<file path="config.mk">
export PLATFORM = sky130hd
export DESIGN_NAME = bf_mem_arbiter
export DESIGN_NICKNAME = d
export VERILOG_FILES = /design/src/rtl/bf_mem_arbiter.sv
export SDC_FILE = /design/constraint.sdc
export NUM_CORES = 1
export LEC_CHECK = 0
export ABC_AREA = 1
export CAP_MARGIN = 10
export CORE_UTILIZATION = 42
export CTS_BUF_LIST = sky130_fd_sc_hd__clkbuf_8 sky130_fd_sc_hd__clkbuf_16
export DETAILED_ROUTE_END_ITERATION = 12
export GPL_ROUTABILITY_DRIVEN = 0
export HOLD_SLACK_MARGIN = 0.03
export PLACE_DENSITY_LB_ADDON = 0.1
export SLEW_MARGIN = 20
export SYNTH_ARGS = -nofsm -noshare
export SYNTH_HDL_FRONTEND = slang
export SYNTH_SLANG_ARGS = --single-unit
</file>
<file path="constraint.sdc">
create_clock -name clk -period 1.5 [get_ports clk]
set_input_delay 0.375 -clock clk [delete_from_list [all_inputs] [get_ports clk]]
set_output_delay 0.375 -clock clk [all_outputs]
set_load 0.05 [all_outputs]
</file>
<file path="src/rtl/bf_mem_arbiter.sv">
// rtl/bf_mem_arbiter.sv - two-requester (fetch/execute) arbiter for a single 8-bit memory port
// Optional: define ARB_ROUND_ROBIN_EN for round-robin tie-breaking (default: execute wins ties).
module bf_mem_arbiter #(
    parameter int ADDR_W       = 8,
    parameter int DATA_W       = 8,
    parameter int READ_LATENCY = 2
) (
    input  logic              clk,
    input  logic              rst,
    input  logic              f_req,
    input  logic [ADDR_W-1:0] f_addr,
    output logic              f_ack,
    output logic [DATA_W-1:0] f_rdata,
    input  logic              x_req,
    input  logic              x_we,
    input  logic [ADDR_W-1:0] x_addr,
    input  logic [DATA_W-1:0] x_wdata,
    output logic              x_ack,
    output logic [DATA_W-1:0] x_rdata,
    output logic [ADDR_W-1:0] mem_addr,
    output logic              mem_we,
    output logic [DATA_W-1:0] mem_wdata,
    input  logic [DATA_W-1:0] mem_rdata,
    output logic              busy,
    output logic              owner
);

    typedef enum logic [1:0] {IDLE, ACCESS, DONE} state_t;

    localparam logic [3:0] RL = 4'(READ_LATENCY);

    state_t     state;
    state_t     state_nxt;
    logic [3:0] cnt;
    logic       is_write;
    logic       grant_x;
    logic       any_req;
    logic       rd_done;

    assign any_req = f_req | x_req;
    assign rd_done = (cnt == RL);

`ifdef ARB_ROUND_ROBIN_EN
    // On a tie, serve whichever side did not own the port last.
    assign grant_x = x_req & (~f_req | ~owner);
`else
    assign grant_x = x_req;
`endif

    always_ff @(posedge clk) begin
        if (rst) begin
            state <= IDLE;
        end else begin
            state <= state_nxt;
        end
    end

    always_comb begin
        state_nxt = state;
        case (state)
            IDLE:    if (any_req) state_nxt = ACCESS;
            ACCESS:  if (is_write || rd_done) state_nxt = DONE;
            DONE:    state_nxt = IDLE;
            default: state_nxt = IDLE;
        endcase
    end

    always_ff @(posedge clk) begin
        if (rst) begin
            mem_addr  <= '0;
            mem_wdata <= '0;
            mem_we    <= 1'b0;
            f_rdata   <= '0;
            x_rdata   <= '0;
            f_ack     <= 1'b0;
            x_ack     <= 1'b0;
            busy      <= 1'b0;
            owner     <= 1'b0;
            cnt       <= '0;
            is_write  <= 1'b0;
        end else begin
            f_ack <= 1'b0;
            x_ack <= 1'b0;
            case (state)
                IDLE: begin
                    mem_we <= 1'b0;
                    if (any_req) begin
                        owner    <= grant_x;
                        mem_addr <= grant_x ? x_addr : f_addr;
                        if (grant_x) mem_wdata <= x_wdata;
                        is_write <= grant_x & x_we;
                        mem_we   <= grant_x & x_we;
                        cnt      <= 4'd1;
                        busy     <= 1'b1;
                    end
                end
                ACCESS: begin
                    if (is_write) begin
                        // Memory has taken the write at this edge; only execute writes.
                        mem_we <= 1'b0;
                        x_ack  <= 1'b1;
                    end else if (rd_done) begin
                        if (owner) begin
                            x_rdata <= mem_rdata;
                            x_ack   <= 1'b1;
                        end else begin
                            f_rdata <= mem_rdata;
                            f_ack   <= 1'b1;
                        end
                    end else begin
                        cnt <= cnt + 4'd1;
                    end
                end
                DONE: begin
                    busy <= 1'b0;
                end
                default: begin
                    busy <= 1'b0;
                end
            endcase
        end
    end

endmodule

</file>
==> impl_metrics.yaml <==
# implementation run metrics
place:
  post-dp-hpwl_um: 3097
routing:
  m1WireLength_um: 1801
  avgRoutedWirePerCell_um: 10.97
  drtIter0Drc: 94
  postRouteAntennaNets: 0
  maxUsedRoutingLayer: "met4"
power:
  swShare_pct: 30.12
  pg_seq_mw: 1.31
  finalPower_mw: 2.860
  p_per_area_nw_per_um2: 928.7
cells_and_area:
  nFlopsAndLatches: 44
  area_growth_syn_to_layout_pct: 74.05
  comb_area_um2: 763.2
  final_cell_count_no_fill: 371
  sh_comb_area_pct: 24.79
  fin_area_um2: 3079
global_routing:
  use_met2_pct: 32.45
run:
  tool_warnings: 27
timing:
  hold_slack_ns: 0.4830
  rsz0062_at_grt: "false"
  drv_slew: 0
synthesis:
  yosysWarnings: 0
  avgSynthCellArea_um2: 7.593
  synth-simple-area-share_pct: 29.00
critical_path:
  critPathKind: "flip-flop to flip-flop"
  arrival_ns: 1.55
clock_tree:
  path_clk_slew_ns: 0.08
  numCtsBuffers: 5
die:
  initial_utilization_pct: 43.91
status:
  status: "finished, final reports clean"
Figure 1. Metal 1.
Scale bar: 20 um.
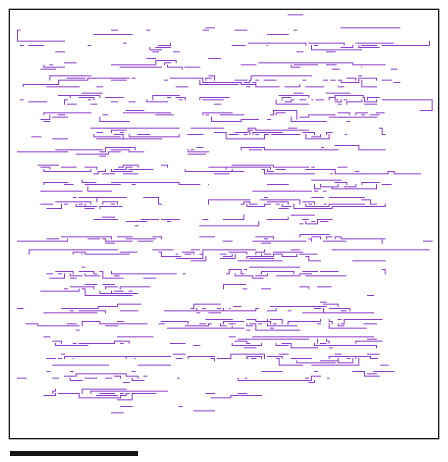
wire length on this layer: 1800 um
main direction: horizontal
longest straight run: 18.9 um
share of all routed wire: 44%
nets with wire on the layer: 300
aggregate routed wire length: 4071 um
via count: 1684
M1 GR Usage: 23.25%

Figure 2. Metal 2.
Scale bar: 20 um.
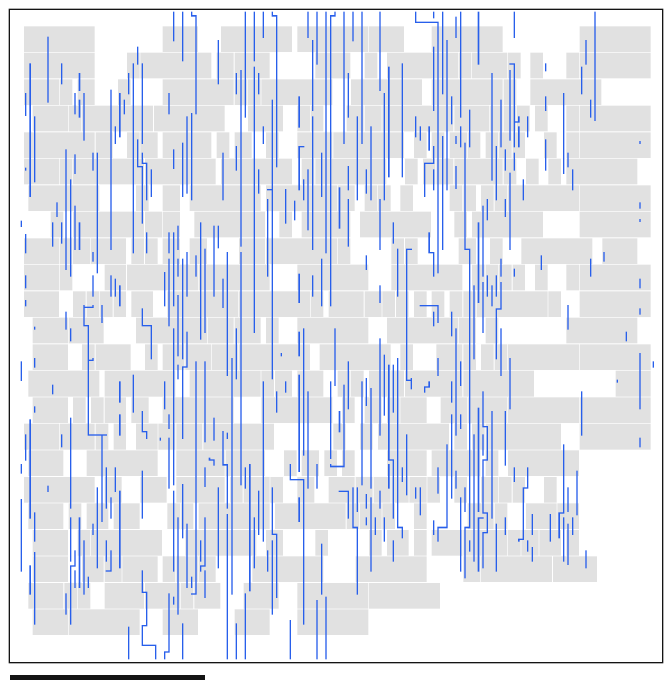
nets with wire on the layer: 265
wire length on this layer: 1930 um
share of all routed wire: 47%

No activity file was given, so power comes from the tool's default toggle rates.
